<file path="src/rtl/vga_pic_bounce.sv">
// vga_pic_bounce: pixel colour generator with a box that bounces around the
// active area once per frame. Four picture modes: plain box, inverted box,
// colour bars with the box on top, and a checkerboard with the box on top.
// The mode request is latched only at frame end, so a frame is never torn.
// Optional build macro VGA_PIC_BORDER_EN adds a solid border around the
// active area that overrides every mode.
module vga_pic_bounce #(
   parameter int          H_VALID  = 640,
   parameter int          V_VALID  = 480,
   parameter int          COORD_W  = 10,
   parameter int          BOX_W    = 64,
   parameter int          BOX_H    = 48,
   parameter int          STEP     = 2,
   parameter logic [15:0] FG_COLOR = 16'h001F,
   parameter logic [15:0] BG_COLOR = 16'hFFFF
`ifdef VGA_PIC_BORDER_EN
   ,
   parameter int          BORDER_W     = 4,
   parameter logic [15:0] BORDER_COLOR = 16'hF800
`endif
) (
   input  logic               vga_clk,
   input  logic               sys_rst_n,
   input  logic [COORD_W-1:0] pix_x,
   input  logic [COORD_W-1:0] pix_y,
   input  logic [1:0]         mode,
   input  logic               pause,
   output logic [15:0]        pix_data,
   output logic [7:0]         frame_cnt
);

   // Two extra bits so box_pos + size + step can never wrap in compares.
   localparam int EW = COORD_W + 2;

   logic [COORD_W-1:0] boxX_q, boxX_d;
   logic [COORD_W-1:0] boxY_q, boxY_d;
   logic               dirX_q, dirX_d;
   logic               dirY_q, dirY_d;
   logic [1:0]         mode_q;
   logic [7:0]         frameCnt_q;
   logic [15:0]        pixData_q, colour_d;

   logic               frameEnd;
   logic               active;
   logic               inBox;
   logic [COORD_W-1:0] barQuot;
   logic [15:0]        barColour;
   logic [15:0]        checkColour;
   logic [EW-1:0]      pixXE, pixYE, boxXE, boxYE;

   assign pixXE = EW'(pix_x);
   assign pixYE = EW'(pix_y);
   assign boxXE = EW'(boxX_q);
   assign boxYE = EW'(boxY_q);

   assign frameEnd = (pix_x == COORD_W'(H_VALID - 1)) && (pix_y == COORD_W'(V_VALID - 1));
   assign active   = (pixXE < EW'(H_VALID)) && (pixYE < EW'(V_VALID));
   assign inBox    = (pixXE >= boxXE) && (pixXE < boxXE + EW'(BOX_W)) &&
                     (pixYE >= boxYE) && (pixYE < boxYE + EW'(BOX_H));

   // Colour bar index is the pixel column divided into eight equal slices.
   assign barQuot     = pix_x / COORD_W'(H_VALID / 8);
   assign checkColour = (pix_x[5] ^ pix_y[5]) ? 16'h0000 : 16'hFFFF;

   // Map the bar slice to its colour; anything past slice 6 is black.
   always_comb begin
      barColour = 16'h0000;
      case (barQuot)
         COORD_W'(0): barColour = 16'hFFFF;
         COORD_W'(1): barColour = 16'hFFE0;
         COORD_W'(2): barColour = 16'h07FF;
         COORD_W'(3): barColour = 16'h07E0;
         COORD_W'(4): barColour = 16'hF81F;
         COORD_W'(5): barColour = 16'hF800;
         COORD_W'(6): barColour = 16'h001F;
         default:     barColour = 16'h0000;
      endcase
   end

   // Pick the pixel colour from the current mode; blanking area is black.
   always_comb begin
      colour_d = 16'h0000;
      if (active) begin
         case (mode_q)
            2'd0:    colour_d = inBox ? FG_COLOR : BG_COLOR;
            2'd1:    colour_d = inBox ? BG_COLOR : FG_COLOR;
            2'd2:    colour_d = inBox ? FG_COLOR : barColour;
            default: colour_d = inBox ? FG_COLOR : checkColour;
         endcase
`ifdef VGA_PIC_BORDER_EN
         if ((pixXE < EW'(BORDER_W)) || (pixXE >= EW'(H_VALID - BORDER_W)) ||
             (pixYE < EW'(BORDER_W)) || (pixYE >= EW'(V_VALID - BORDER_W)))
            colour_d = BORDER_COLOR;
`endif
      end
   end

   // Next box position: clamp to the wall and reverse instead of overshooting.
   always_comb begin
      boxX_d = boxX_q;
      boxY_d = boxY_q;
      dirX_d = dirX_q;
      dirY_d = dirY_q;
      if (frameEnd && !pause) begin
         if (dirX_q) begin
            if (boxXE + EW'(BOX_W) + EW'(STEP) > EW'(H_VALID)) begin
               boxX_d = COORD_W'(H_VALID - BOX_W);
               dirX_d = 1'b0;
            end else begin
               boxX_d = boxX_q + COORD_W'(STEP);
            end
         end else begin
            if (boxX_q < COORD_W'(STEP)) begin
               boxX_d = '0;
               dirX_d = 1'b1;
            end else begin
               boxX_d = boxX_q - COORD_W'(STEP);
            end
         end
         if (dirY_q) begin
            if (boxYE + EW'(BOX_H) + EW'(STEP) > EW'(V_VALID)) begin
               boxY_d = COORD_W'(V_VALID - BOX_H);
               dirY_d = 1'b0;
            end else begin
               boxY_d = boxY_q + COORD_W'(STEP);
            end
         end else begin
            if (boxY_q < COORD_W'(STEP)) begin
               boxY_d = '0;
               dirY_d = 1'b1;
            end else begin
               boxY_d = boxY_q - COORD_W'(STEP);
            end
         end
      end
   end

   // All state: registered pixel, box motion, frame counter and latched mode.
   always_ff @(posedge vga_clk or negedge sys_rst_n) begin
      if (!sys_rst_n) begin
         pixData_q  <= 16'h0000;
         frameCnt_q <= 8'd0;
         boxX_q     <= '0;
         boxY_q     <= '0;
         dirX_q     <= 1'b1;
         dirY_q     <= 1'b1;
         mode_q     <= 2'd0;
      end else begin
         pixData_q <= colour_d;
         boxX_q    <= boxX_d;
         boxY_q    <= boxY_d;
         dirX_q    <= dirX_d;
         dirY_q    <= dirY_d;
         if (frameEnd) begin
            frameCnt_q <= frameCnt_q + 8'd1;
            mode_q     <= mode;
         end
      end
   end

   assign pix_data  = pixData_q;
   assign frame_cnt = frameCnt_q;

endmodule
</file>
<file path="config.mk">
export PLATFORM = sky130hd
export DESIGN_NAME = vga_pic_bounce
export DESIGN_NICKNAME = d
export VERILOG_FILES = /design/src/rtl/vga_pic_bounce.sv
export SDC_FILE = /design/constraint.sdc
export NUM_CORES = 1
export LEC_CHECK = 0
export ABC_AREA = 1
export CAP_MARGIN = 25
export CORE_MARGIN = 3
export CORE_UTILIZATION = 51
export DETAILED_ROUTE_END_ITERATION = 8
export MAX_ROUTING_LAYER = met4
export PLACE_DENSITY = 0.77
export SLEW_MARGIN = 20
export SYNTH_ARGS = -nofsm -noshare
export SYNTH_HDL_FRONTEND = slang
export SYNTH_SLANG_ARGS = --single-unit
</file>
<file path="constraint.sdc">
create_clock -name vga_clk -period 2.3 [get_ports vga_clk]
set_input_delay 0.23 -clock vga_clk [delete_from_list [all_inputs] [get_ports vga_clk]]
set_output_delay 0.23 -clock vga_clk [all_outputs]
set_load 0.05 [all_outputs]
</file>
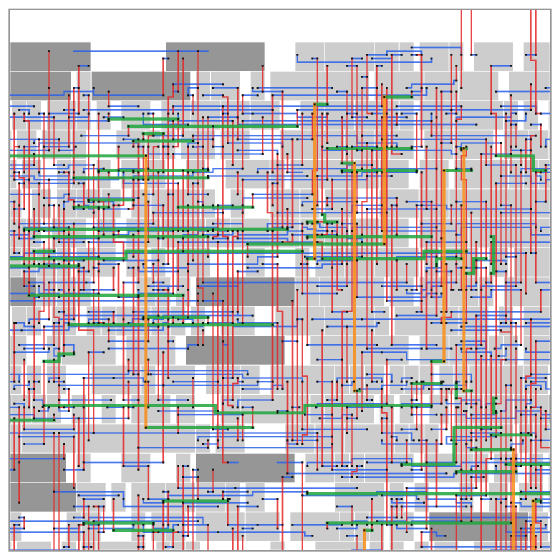
*Close-up of the layout, run 1*
Window x 21 to 71, y 40 to 90 um. Cells in gray, sequential cells in the stronger gray; small squares are vias.
[blue] M1
[red] M2
[green] M3
[orange] M4
most frequent: nand2_1 (54), buf_4 (30), inv_1 (20)
netlist names of flops here include: boxY_q (7), boxX_q (2)
cells with their middle in the window: 261
sequential cells in the window: 10

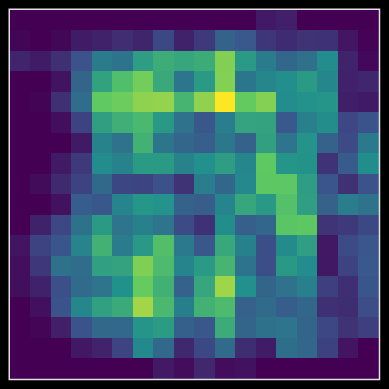
*Routed metal per tile, run 1*
Scale: 4 px per um. The die is cut into 18 by 18 equal tiles; dark purple is low, yellow is high, scaled to the fullest tile. Values are wire area over tile area, all layers added.
tiles over half the peak: 24%
fullest tile: 0.70
mean over tiles: 0.22
nearly empty tiles: 17%
Vias: 4051
Total Wirelength: 11100 um

==> run summary, run 1 <==
fresh numbers from the pnr run: outcome=finished, violations left, failing checks=negative setup slack, pins over their slew limit=0, Worst setup SP type=flip-flop, final worst slack=-0.0671 ns, full die area=0.00849 sq mm, Setup TNS=-0.131 ns, WL/cell=15.1 um, Hold WS=0.362 ns, yosys stat area=0.00379 sq mm, cycle use final=103%, crit path DAT=2.55 ns, register share after synthesis=21.9%, register area=833 sq um, Syn Area/Cell=6.74 sq um, most common logic cells in the final layout=nand2_1, inv_1, nor2_1, Place WS=-0.0537 ns, Synth Net Count=626, GP Congestion=0.964, final net count=703, vias in the first global route=3881, critical path fanouts, max=4, Worst EP required=2.48 ns, flops out of synthesis=33, cells after synthesis=562, Yosys warnings=0, Worst R2R Path Depth=17, num rows=30, Max-cap violations=0, Min-Delay Path Class=in2async, clk_skew=0.0145 ns, Most Crowded Layer GR=met2, top logic cell by instance count in the layout=nand2_1, Setup Viol. Count Final=3, Core Util, Final=69.9%, CTS Buf Count=5, H-tree levels=2, clock share of power=39.3%, Slew HR=64.2%, antenna cells=0, pwr dens=302 mW/mm^2, GRT Resource Usage Total=25.8%, first-pass GRT wire length=17500 um, Clk pin slew, worst setup/hold paths=0.09 ns, Crit Path Class=reg2reg, DRT Pass-1 Iters=7, largest net degree at the start of global routing=34, crit path from=boxY_q[4]$_DFFE_PN0P_, # Cells Yosys=562, hold-fix buffer count after cts=0
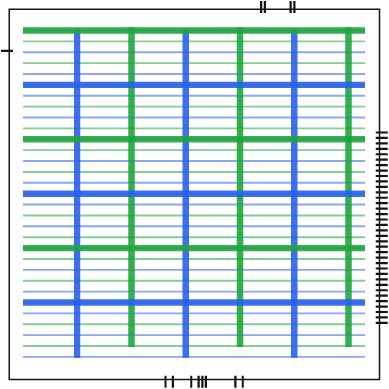
*Power grid, run 1*
Scale: 4 px per um. Pins as bars on the die edge.
[green] VDD
[blue] VSS
met5 straps: 6
met1 rails: 31
met4 straps: 6
rows: 30
signal pins: 49
worst vdd ir: 0.449 mV
Die W: 92.2 um
core box area: 0.00698 sq mm
DIE HEIGHT: 92.2 um

## run 1: flip-flops by register name, summed over array words and instances (netlist names)
signal     cells
frame_cnt      8
boxX_q         9
mode_q         2
dirY_q         1
dirX_q         1
pix_data       3
boxY_q         9
## run 1: worst max-delay path, stage by stage (launching register included)
cell and delay (ns):
dfrtp_1 0.41, inv_4 0.07, buf_4 0.13, ha_1 0.35, ha_4 0.24, nand2_1 0.05
nand2_1 0.07, nand2_1 0.06, nand2_1 0.06, nand3_2 0.06, nand2_1 0.06, nor2_2 0.13
inv_1 0.07, nor2_2 0.15, nor2_2 0.06, nand2_1 0.08, nand3_1 0.07, and2_1 0.13
## run 1: power by group through the flow
stage | logic (uW) | registers (uW) | clock network (uW)
6_report | 307 | 587 | 580
5_1_grt | 335 | 588 | 613
4_1_cts | 296 | 588 | 585
3_5_place_dp | 292 | 599 | 0
3_3_place_gp | 285 | 598 | 0
2_1_floorplan | 168 | 611 | 0
## run 1: layout make-up
type / count / share of cell area [%]
timing repair buffer: 93 / 17.0
clock inverter: 3 / 0.949
multi-input combinational: 424 / 54.7
tap: 96 / 2.46
inverter: 82 / 6.41
sequential: 33 / 17.1
clock buffer: 5 / 1.41
## run 1: through the flow
| stage | instances | power (uW) |
|---|---|---|
| after floorplan | 562 | 779 |
| after global placement | 712 | 883 |
| after detailed placement | 712 | 891 |
| after CTS | 724 | 1470 |
| after global routing | 736 | 1540 |
| final | 736 | 1470 |
## run 1: Yosys cell counts (all sizes together), types with 2 or more instances
cell type	instances	share of area [%]
clkinv	2	0.20
nand4	16	2.8
a21oi	27	4.0
o21bai	2	0.50
nand3	51	7.0
ha	39	13
nand3b	3	0.59
a31oi	4	0.66
nor2	61	6.5
xnor2	2	0.46
inv	80	7.9
nand2	135	14
o21ai	16	2.1
a21o	2	0.40
clkbuf	4	0.40
dfstp	2	1.4
nor3	17	2.8
xor2	32	7.8
buf	19	3.8
a21boi	10	2.0
dfrtp	31	20
## run 1: what timing repair did
action / in CTS / in global routing
gates resized: 12 / 27
endpoints found under the setup margin: 2 / 3
buffers inserted: 4 / 12
pin swaps: 5 / 21
hold endpoints to repair: 0 / 0
## run 1: kinds of logic after synthesis
family,Yosys count,synth area share (%)
AND/OR/NAND/NOR,286,34.2
AND-OR/OR-AND,64,10.2
adder cells (fa/ha/maj),39,12.9
buffers and inverters,105,12.3
flip-flops,33,21.9
multiplexers,1,0.297
XOR/XNOR,34,8.26
## run 1: per-layer routing
layer,vias to the layer above,wire length (um)
li1,1964,-
met1,1833,4530
met2,222,5360
met3,32,849
met4,0,343
met5,-,0
--- run 2 (diff from run 1) ---
- CORE_UTILIZATION: 51 -> 41
- PLACE_DENSITY: 0.77 -> default
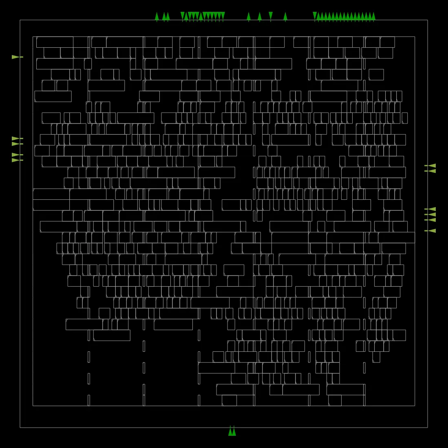
*Placed standard cells, run 2*
core box area: 0.00885 sq mm
num rows: 34
Flops: 33
# Taps: 108
Core Util, Final: 55.1%

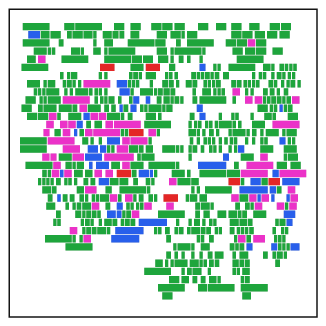
*Cells by drive strength, run 2*
Scale: 3 px per um.
[red] x6 and larger | cells: 7 | share: 1.1%
[blue] x2 | cells: 48 | share: 7.5%
[green] x1 and smaller | cells: 524 | share: 82%
[magenta] x3 and x4 | cells: 62 | share: 9.7%
Design Area, Final: 0.00487 sq mm
area growth from synthesis to layout: 28.7%
final worst slack: 0.0222 ns
Signal buffers: 94

==> run 2 against run 1 <==
- highest routed layer unchanged
- the flow now finishes without violations
- utilization shrank 15 points
- total power shrank 9.9%
- non-clock buffer count grew 1
- clock power shrank 24%
- cell count grew 1.8%
- largest cell class unchanged
- sequential cell count is the same
- critical endpoint unchanged
- critical path type unchanged
==> run summary, run 2 <==
fresh numbers from the pnr run: WL/cell=13.9 um, Setup Viol. Count Final=0, Worst R2R Path Depth=18, Main logic family=simple AND/OR/NAND/NOR gates, Clk pin slew, worst setup/hold paths=0.07 ns, GRT Resource Usage Total=20.5%, XOR Share, Synth=8.26%, yosys stat area=0.00379 sq mm, antenna cells=0, register area=832 sq um, total power draw=1330 uW, Synth Net Count=626, # Cells Yosys=562, cycle use final=99.0%, Worst EP required=2.48 ns, Adder Area Share=12.9%, Max-cap violations=0, top logic cell by instance count in the layout=nand2_1, flops out of synthesis=33, Die W=102 um, outcome=completed, DRT Pass-1 Iters=5, vias in the first global route=3520, Min-Delay Path Class=in2async
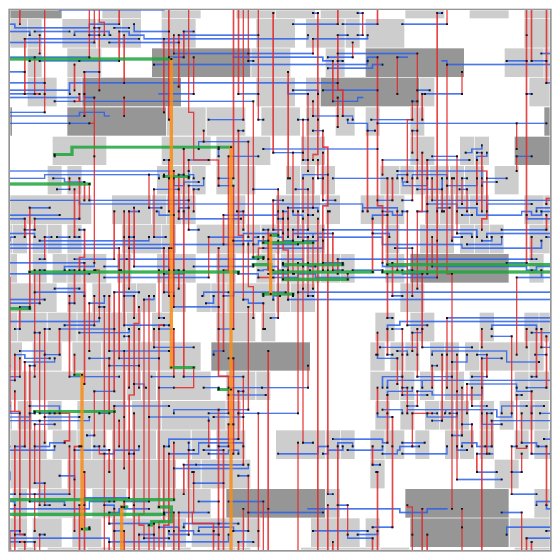
*Close-up of the layout, run 2*
Window x 26 to 76, y 46 to 96 um. Cells in gray, sequential cells in the stronger gray; small squares are vias.
[orange] M4
[green] M3
[red] M2
[blue] M1
sequential cells in the window: 10
cells with their middle in the window: 216
most frequent: nand2_1 (47), inv_1 (30), nor2_1 (19)
netlist names of flops here include: frame_cnt (3), boxX_q (2), boxY_q (2)

==> run 2: cells by family after synthesis <==
group / Yosys count
XOR/XNOR: 34
adder cells (fa/ha/maj): 39
flip-flops: 33
multiplexers: 1
AND/OR/NAND/NOR: 286
buffers and inverters: 105
AND-OR/OR-AND: 64
==> run 2: metrics by stage <==
stage	util [%]	TNS [ns]
after floorplan	-	0
after global placement	50.9	0
after detailed placement	50.9	-0.0273
after global routing	55.1	-0.568
after CTS	52.2	0
final	55.1	0
==> run 2: final timing paths <==
check                                         startpoint                        to
worst max-delay path               boxY_q[5]$_DFFE_PN0P_    pix_data[10]$_DFF_PN0_
worst min-delay path                           sys_rst_n    pix_data[10]$_DFF_PN0_
worst max register to register     boxY_q[5]$_DFFE_PN0P_    pix_data[10]$_DFF_PN0_
worst min register to register  frame_cnt[7]$_DFFE_PN0P_  frame_cnt[7]$_DFFE_PN0P_
max in group asynchronous                      sys_rst_n        dirY_q$_DFFE_PN1P_
min in group vga_clk            frame_cnt[7]$_DFFE_PN0P_  frame_cnt[7]$_DFFE_PN0P_
==> run 2: what timing repair did <==
item                                    CTS  global route
endpoints found under the setup margin    2             4
setup buffers                             1            12
hold buffers                              0             0
pin swaps                                 3            14
resized                                   7            33
==> run 2: metal layers <==
layer | GRT usage [%] | part of all wire [%] | up-vias
met4 | 4.14 | 1.3 | 0
met5 | - | 0 | -
met1 | 27.4 | 45 | 1744
met3 | 1.98 | 5.1 | 13
met2 | 34.1 | 49 | 103
li1 | - | - | 1962
==> run 2: critical path, stage by stage, from the launching register on <==
cell and delay (ns):
dfrtp_1 0.39, inv_4 0.07, ha_4 0.16, inv_2 0.06, nand2_4 0.06, o21ai_1 0.13, o21ai_1 0.10, ha_1 0.30
nand2_1 0.08, inv_2 0.05, nand3_2 0.07, nor2_2 0.04, nor2_2 0.16, inv_1 0.07, nor2_2 0.12, nor2_2 0.05
nand2_1 0.08, nand3_1 0.07, and2_1 0.13
==> run 2: where the power goes <==
part	switching (uW)	total, uW	internal, uW
registers	4.28	588	583
logic	183	301	118
clock network	230	440	210
==> run 2: layout make-up <==
| type | count | share of cell area [%] |
|---|---|---|
| clock buffers | 6 | 1.49 |
| clock inverters | 2 | 0.205 |
| inverters | 82 | 6.42 |
| multi-input cells | 424 | 54.9 |
| flip-flops and latches | 33 | 17.1 |
| well taps | 108 | 2.77 |
| repair buffers | 94 | 17.1 |
Power and IR drop assume default switching activity.
